`src/rtl/sc_stream_decoder_if.sv`:
```
// Handshake and stream bundle between a controller and the stochastic stream decoder.
interface sc_stream_decoder_if #(
    parameter int unsigned LEN_W = 8
);
    logic             start;
    logic             abort;
    logic             sn_in;
    logic             sn_valid;
    logic             sel_out;
    logic             busy;
    logic             done;
    logic [LEN_W:0]   value;

    // Controller side: requests windows, supplies the bitstream, observes the result.
    modport master (
        output start,
        output abort,
        output sn_in,
        output sn_valid,
        input  sel_out,
        input  busy,
        input  done,
        input  value
    );

    // Decoder side.
    modport slave (
        input  start,
        input  abort,
        input  sn_in,
        input  sn_valid,
        output sel_out,
        output busy,
        output done,
        output value
    );
endinterface

```
`src/rtl/sc_stream_decoder.sv`:
```
// Stochastic-to-binary converter: counts ones over a 2^LEN_W-bit window and
// generates the alternating select stream that paces the sum stage.
module sc_stream_decoder #(
    parameter int unsigned LEN_W = 8
) (
    input  logic                 clk,
    input  logic                 rst,
    sc_stream_decoder_if.slave   bus
);

    localparam int unsigned CNT_W = LEN_W + 1;

    typedef enum logic [1:0] {
        ST_IDLE  = 2'd0,
        ST_ACCUM = 2'd1,
        ST_DONE  = 2'd2
    } state_t;

    state_t             state_q,   state_d;
    logic [LEN_W-1:0]   bit_cnt_q, bit_cnt_d;
    logic [CNT_W-1:0]   ones_q,    ones_d;
    logic [CNT_W-1:0]   value_q,   value_d;
    logic               sel_q,     sel_d;
    logic               busy_q,    busy_d;
    logic               done_q,    done_d;

    // Next-state, counter and output decode; everything holds unless a rule fires.
    always_comb begin
        state_d   = state_q;
        bit_cnt_d = bit_cnt_q;
        ones_d    = ones_q;
        value_d   = value_q;
        sel_d     = sel_q;

        unique case (state_q)
            ST_IDLE, ST_DONE: begin
                if (bus.start) begin
                    state_d   = ST_ACCUM;
                    bit_cnt_d = '0;
                    ones_d    = '0;
                    sel_d     = 1'b0;
                end else begin
                    state_d   = ST_IDLE;
                end
            end
            ST_ACCUM: begin
                // Abort wins over a bit arriving in the same cycle.
                if (bus.abort) begin
                    state_d = ST_IDLE;
                end else if (bus.sn_valid) begin
                    ones_d    = ones_q + CNT_W'(bus.sn_in);
                    bit_cnt_d = bit_cnt_q + LEN_W'(1);
                    sel_d     = ~sel_q;
                    // All-ones bit counter marks the final bit; the counter wraps to 0.
                    if (&bit_cnt_q) begin
                        value_d = ones_d;
                        state_d = ST_DONE;
                    end
                end
            end
            default: begin
                state_d = ST_IDLE;
            end
        endcase

        busy_d = (state_d == ST_ACCUM);
        done_d = (state_d == ST_DONE);
    end

    // State, counters and registered outputs with synchronous reset.
    always_ff @(posedge clk) begin
        if (rst) begin
            state_q   <= ST_IDLE;
            bit_cnt_q <= '0;
            ones_q    <= '0;
            value_q   <= '0;
            sel_q     <= 1'b0;
            busy_q    <= 1'b0;
            done_q    <= 1'b0;
        end else begin
            state_q   <= state_d;
            bit_cnt_q <= bit_cnt_d;
            ones_q    <= ones_d;
            value_q   <= value_d;
            sel_q     <= sel_d;
            busy_q    <= busy_d;
            done_q    <= done_d;
        end
    end

    assign bus.sel_out = sel_q;
    assign bus.busy    = busy_q;
    assign bus.done    = done_q;
    assign bus.value   = value_q;

endmodule

```
`src/flat_wrapper.sv`:
```
// flat-port wrapper written by rule: the top's interface ports become plain ports
module sc_stream_decoder_flat 
#(
    parameter int unsigned LEN_W = 8
)
  (clk, rst, bus_start, bus_abort, bus_sn_in, bus_sn_valid, bus_sel_out, bus_busy, bus_done, bus_value);
  sc_stream_decoder_if #(.LEN_W(LEN_W)) bus_i ();
  input  logic clk;
  input  logic rst;
  input wire logic [$bits(bus_i.start)-1:0] bus_start;
  input wire logic [$bits(bus_i.abort)-1:0] bus_abort;
  input wire logic [$bits(bus_i.sn_in)-1:0] bus_sn_in;
  input wire logic [$bits(bus_i.sn_valid)-1:0] bus_sn_valid;
  output wire logic [$bits(bus_i.sel_out)-1:0] bus_sel_out;
  output wire logic [$bits(bus_i.busy)-1:0] bus_busy;
  output wire logic [$bits(bus_i.done)-1:0] bus_done;
  output wire logic [$bits(bus_i.value)-1:0] bus_value;
  assign bus_i.start = bus_start;
  assign bus_i.abort = bus_abort;
  assign bus_i.sn_in = bus_sn_in;
  assign bus_i.sn_valid = bus_sn_valid;
  assign bus_sel_out = bus_i.sel_out;
  assign bus_busy = bus_i.busy;
  assign bus_done = bus_i.done;
  assign bus_value = bus_i.value;
  sc_stream_decoder #(.LEN_W(LEN_W)) u_core (.clk(clk), .rst(rst), .bus(bus_i));
endmodule
```
`config.mk`:
```
export PLATFORM = sky130hd
export DESIGN_NAME = sc_stream_decoder_flat
export DESIGN_NICKNAME = d
export VERILOG_FILES = /design/src/rtl/sc_stream_decoder_if.sv /design/src/rtl/sc_stream_decoder.sv /design/src/flat_wrapper.sv
export SDC_FILE = /design/constraint.sdc
export NUM_CORES = 1
export LEC_CHECK = 0
export CAP_MARGIN = 20
export CORE_ASPECT_RATIO = 0.75
export CORE_MARGIN = 4
export CORE_UTILIZATION = 40
export CTS_CLUSTER_DIAMETER = 120
export DETAILED_ROUTE_END_ITERATION = 8
export GPL_TIMING_DRIVEN = 1
export PLACE_DENSITY = 0.62
export SLEW_MARGIN = 20
export SYNTH_ARGS = -nofsm -noshare
export SYNTH_HDL_FRONTEND = slang
export SYNTH_SLANG_ARGS = --single-unit
```
`constraint.sdc`:
```
create_clock -name clk -period 1.9 [get_ports clk]
set_input_delay 0.285 -clock clk [delete_from_list [all_inputs] [get_ports clk]]
set_output_delay 0.285 -clock clk [all_outputs]
set_load 0.02 [all_outputs]
```
Figure 1. Register map, names as in the netlist (run 1).
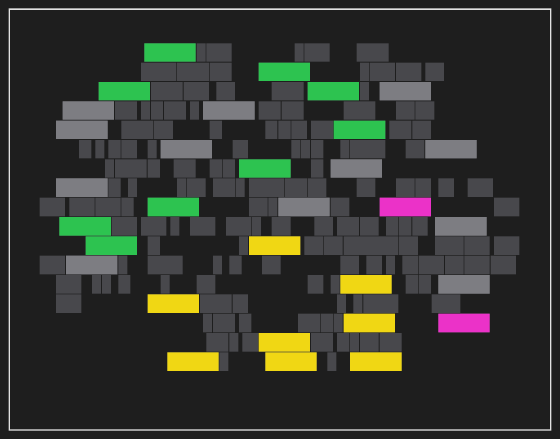
name in the netlist	colour	placed flops
u_core.bit_cnt_q	yellow	8
u_core.state_q	magenta	2
u_core.bus.value	green	9

Figure 2. Clock network drawn from the DEF (run 1).
Scale bar: 20 microns.
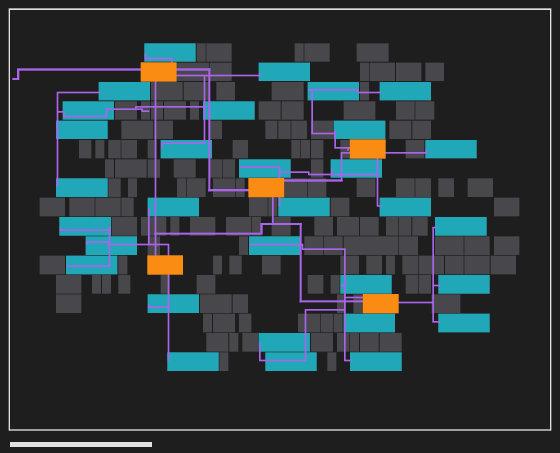
[cells driving clock nets] orange | count: 5
[clock wires] purple | length: 435 microns
[flip-flops] cyan | count: 31
routed clock nets	6
clock share of power: 0.402
Clk power: 0.496 mW
clk_skew: 7.713 ps
Clk Latency, worst-skew pair: 280 ps

Figure 3. Sizing map (run 1).
Scale bar: 20 microns.
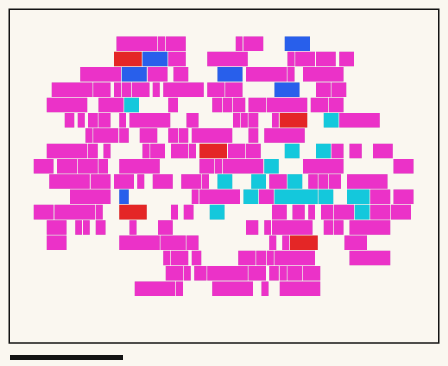
size	colour	cells	share
drive 2	blue	6	3.4%
drive 1 or less	magenta	152	86%
drive 6 and up	red	5	2.8%
drive 3 to 4	cyan	14	7.9%
Layout Area Growth over Synthesis: 24.95%
number of non-clock buffers: 29
post-route cell area: 1735 sq um

==> results.json, run 1 <==
{
  "grt_pass1_vias": 1028,
  "seq_area_sq_um": 620.6,
  "cts_setup_buffers": 0,
  "required_ps": 2070,
  "power_density_nw_per_um2": 712.1,
  "fmax_mhz": 594.9,
  "inv_count": 1,
  "drt_iter0_markers": 70,
  "antenna_found_initial": 0,
  "p_int_mw": 0.9467,
  "status": "finished clean",
  "sh_comb_area": 0.4146,
  "peakVddDrop_v": 0.0003914,
  "end_kind": "register",
  "flop-count": 31,
  "setup_viol": 0,
  "rows": 18,
  "r2r_slack_ps": 300,
  "criticalPathCategory": "in -> reg",
  "max_stage_delay_ps": 440,
  "powerSeq_mw": 0.659,
  "postRouteAntennaNets": 0,
  "grt_use_total": 0.1430,
  "grt_max_degree": 15,
  "final_cell_mix": "31 x dfxtp_1, 23 x nor2_1, 17 x clkdlybuf4s50_1",
  "core_sq_um": 3311,
  "fp-utilization": 0.4195,
  "clock-root-buffer": "clkbuf_8",
  "yosys-stat-area_sq_um": 1389,
  "fill_cells": 294,
  "fp.dieW_microns": 76.04,
  "fp.dieH_microns": 59.03
}
-- run 1: state kept, by name (all words and copies together) (netlist names) --
name / count
u_core.bus.value: 9
u_core.ones_q: 9
u_core.bit_cnt_q: 8
u_core.state_q: 2
u_core.bus.busy: 1
u_core.bus.done: 1
u_core.bus.sel_out: 1
-- run 1: worst paths after layout --
kind | to | cells past startpoint
hold / removal | u_core.ones_q[0] | 2
setup / recovery | u_core.bus.value[1] | 6
hold reg to reg | u_core.ones_q[0] | 2
setup reg to reg | u_core.bus.value[1] | 5
-- run 1: logic make-up after synthesis --
logic type | Yosys count | synth area share
buf+inv | 11 | 0.03513
xor+xnor | 13 | 0.08198
compound gates | 27 | 0.1487
flops | 31 | 0.4469
mux | 4 | 0.02883
fa+ha+maj | 3 | 0.02703
simple gates | 61 | 0.2315
==> run 2, diff against run 1 <==
--- a/config.mk
+++ b/config.mk
@@ -13,6 +13,7 @@
 export DETAILED_ROUTE_END_ITERATION = 8
 export GPL_TIMING_DRIVEN = 1
 export PLACE_DENSITY = 0.62
+export REMOVE_ABC_BUFFERS = 1
 export SLEW_MARGIN = 20
 export SYNTH_ARGS = -nofsm -noshare
 export SYNTH_HDL_FRONTEND = slang
Figure 4. Clock network drawn from the DEF (run 2).
Scale bar: 20 microns.
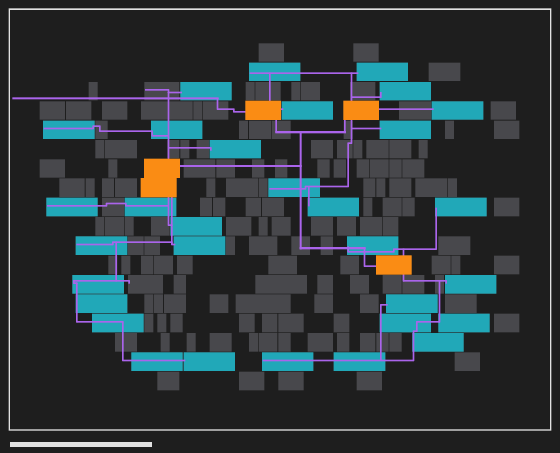
[cells driving clock nets] orange | count: 5
[flip-flops] cyan | count: 31
[clock wires] purple | length: 384 microns
routed clock nets	6
flops lie	spread over the die
clk_skew: 1.410 ps
clock share of power: 0.431
Clk Latency, worst-skew pair: 270 ps
Clk power: 0.560 mW

Figure 5. Clock wiring as the flow saved it (run 2).
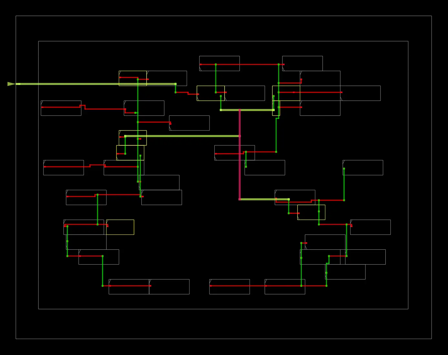
Seq cells: 31
CTS sink cnt: 31
CTS Buf Count: 5
Clock Buffer Count: 8

Figure 6. Sizing map (run 2).
Scale bar: 20 microns.
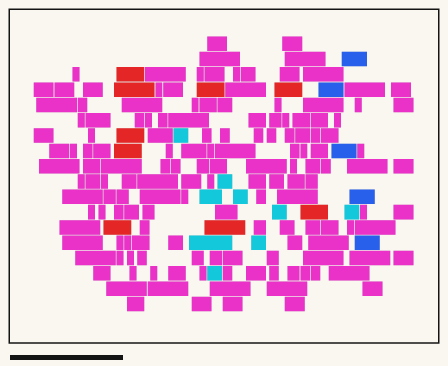
size	colour	cells	share
drive 2	blue	5	2.9%
drive 1 or less	magenta	151	87%
drive 3 to 4	cyan	9	5.2%
drive 6 and up	red	9	5.2%

==> results.json, run 2 <==
{
  "top_logic_kind": "simple AND/OR/NAND/NOR gates",
  "seq_area_sq_um": 620.6,
  "powerSeq_mw": 0.659,
  "clock-root-buffer": "clkbuf_8",
  "yosys-stat-area_sq_um": 1389,
  "antenna_found_initial": 0,
  "vias": 1132,
  "adder_share": 0.02703,
  "criticalPathCategory": "in -> reg",
  "fp-utilization": 0.4195,
  "end_kind": "register",
  "simple_gate_area_frac": 0.2315,
  "rows": 18,
  "power_density_nw_per_um2": 739.1,
  "inv_count": 1,
  "max_stage_delay_ps": 450,
  "postLayoutCellArea_sq_um": 1757,
  "cp_top_family": "simple AND/OR/NAND/NOR gates",
  "critPathMaxFanout": 13,
  "sh_comb_area": 0.4095,
  "fill_cells": 321,
  "core_sq_um": 3311,
  "postRouteAntennaNets": 0,
  "peakVddDrop_v": 0.0004995,
  "path_depth": 6,
  "p_int_mw": 1.020,
  "layout_top_cell": "dfxtp_1",
  "status": "finished clean",
  "fmax_mhz": 583.7,
  "final_cell_mix": "31 x dfxtp_1, 23 x nor2_1, 17 x clkdlybuf4s50_1",
  "drt_iter0_markers": 39,
  "routed_wl_microns": 2918,
  "rr_worst_depth": 5,
  "path_cells": "clkdlybuf4s50_1 > or3b_4 > nor4_4 > buf_12 > mux2i_1 > nor2_1",
  "grt_pass1_vias": 1080,
  "yosys-mux-area-fraction": 0.02883,
  "fp.dieH_microns": 59.03,
  "area_growth_pct": 26.49,
  "hold_path_class": "reg -> reg",
  "logic_area_sq_um": 719.4
}
run 2: path summary, 6_finish.rpt:
path,startpoint,slack [ps],to
max,bus_abort,190,u_core.bus.value[4]
min,u_core.ones_q[0],460,u_core.ones_q[0]
max reg2reg,u_core.state_q[0],270,u_core.bus.value[4]
min reg2reg,u_core.ones_q[0],460,u_core.ones_q[0]
run 2: stage by stage:
step           setup slack (ps)  power [mW]  hold WS, ps
2_1_floorplan             100.7      0.7047        349.6
3_3_place_gp             -35.76      0.7508        444.7
3_5_place_dp             -112.2      0.7527        451.7
4_1_cts                   190.7       1.315        460.6
5_1_grt                   102.4       1.350        480.1
6_report                  186.7       1.298        457.2
run 2: metal layers:
metal  wire length (microns)  up-vias
li1                        -      576
met1                    1453      531
met2                    1319       20
met3                     120        5
met4                      25        0
met5                       0        -
==> run 3, diff against run 2 <==
==> constraint.sdc (replaced) <==
create_clock -name clk -period 1.69 [get_ports clk]
set_input_delay 0.2535 -clock clk [delete_from_list [all_inputs] [get_ports clk]]
set_output_delay 0.2535 -clock clk [all_outputs]
set_load 0.02 [all_outputs]
Figure 7. Clock wiring as the flow saved it (run 3).
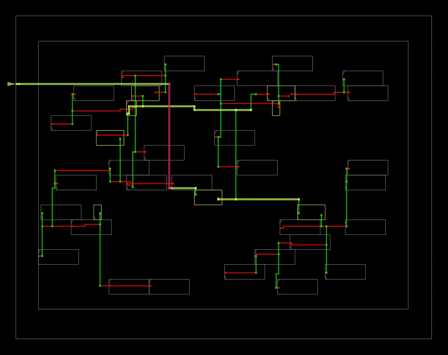
clk_skew: 4.817 ps
Clk power: 0.546 mW
Clk Latency, worst-skew pair: 280 ps
Clock Buffer Count: 7

Figure 8. Gate families picked out (run 3).
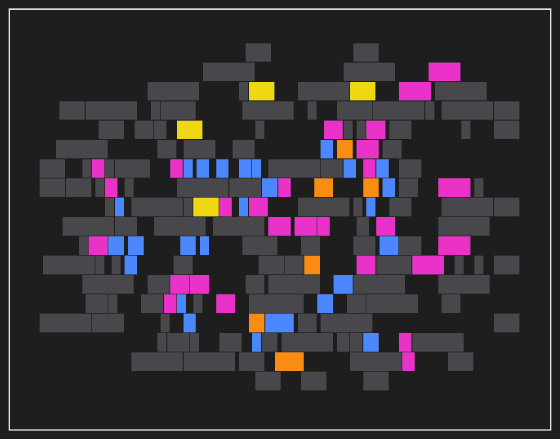
family	colour	cells
inverting AOI/OAI gates	magenta	27
AND and OR gates	orange	6
NAND gates	blue	26
multiplexers	yellow	4
fin cells: 217
logic share of the area: 0.4116
Commonest Layout Cell: dfxtp_1

Figure 9. Clock network drawn from the DEF (run 3).
Scale bar: 20 microns.
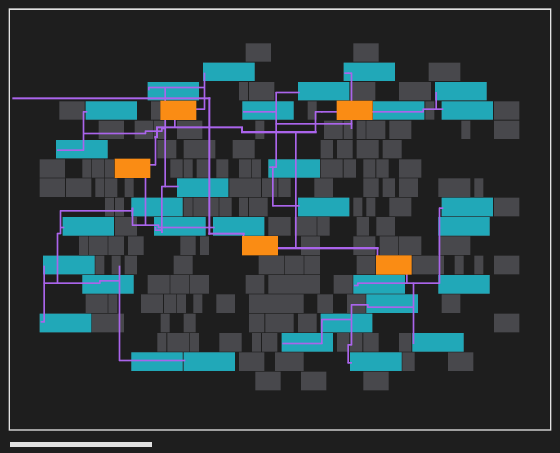
[cells driving clock nets] orange | count: 5
[flip-flops] cyan | count: 31
[clock wires] purple | length: 405 microns
routed clock nets	6

==> results.json, run 3 <==
{
  "status": "finished clean",
  "core_sq_um": 3311,
  "postLayoutCellArea_sq_um": 1748,
  "power_density_nw_per_um2": 787.1,
  "hp-start": "u_core.ones_q[0]",
  "cp_top_family": "simple AND/OR/NAND/NOR gates",
  "path_depth": 6,
  "hold-worst-slack_ps": 465.8,
  "critPathCapture": "u_core.bus.value[4]",
  "setup.worst_path.start": "bus_abort",
  "regToRegStartpoint": "u_core.state_q[0]",
  "setup_viol": 0,
  "antenna_found_initial": 0,
  "min_path_cells": 2,
  "min_to": "u_core.ones_q[0]",
  "pre_cts_ws_ps": -264.5,
  "end_kind": "register",
  "fp.dieH_microns": 59.03,
  "met2_length_microns": 1299,
  "fin_ws_ps": 109.8,
  "fp.dieW_microns": 76.04,
  "max_stage_delay_ps": 440,
  "rr_worst_depth": 5
}
==> run 3: cell counts after synthesis <==
Identical to the previous run, type by type.
==> run 3: kinds of logic after synthesis <==
logic type,synth area share
and+or+nand+nor,0.2315
DFF,0.4469
AOI/OAI and AO/OA,0.1487
xor gates and xnor gates,0.08198
buffers and inverters,0.03513
muxes,0.02883
adders and majority gates,0.02703
==> run 3: area by class of cell <==
| cell class | instances | share of cell area |
|---|---|---|
| flip-flops and latches | 31 | 0.3550 |
| well taps | 40 | 0.02863 |
| inverters | 1 | 0.002147 |
| clock buffers | 7 | 0.04366 |
| clock inverters | 1 | 0.002863 |
| multi-input cells | 108 | 0.4116 |
| repair buffers | 29 | 0.1560 |
No activity file was given, so power comes from the tool's default toggle rates.
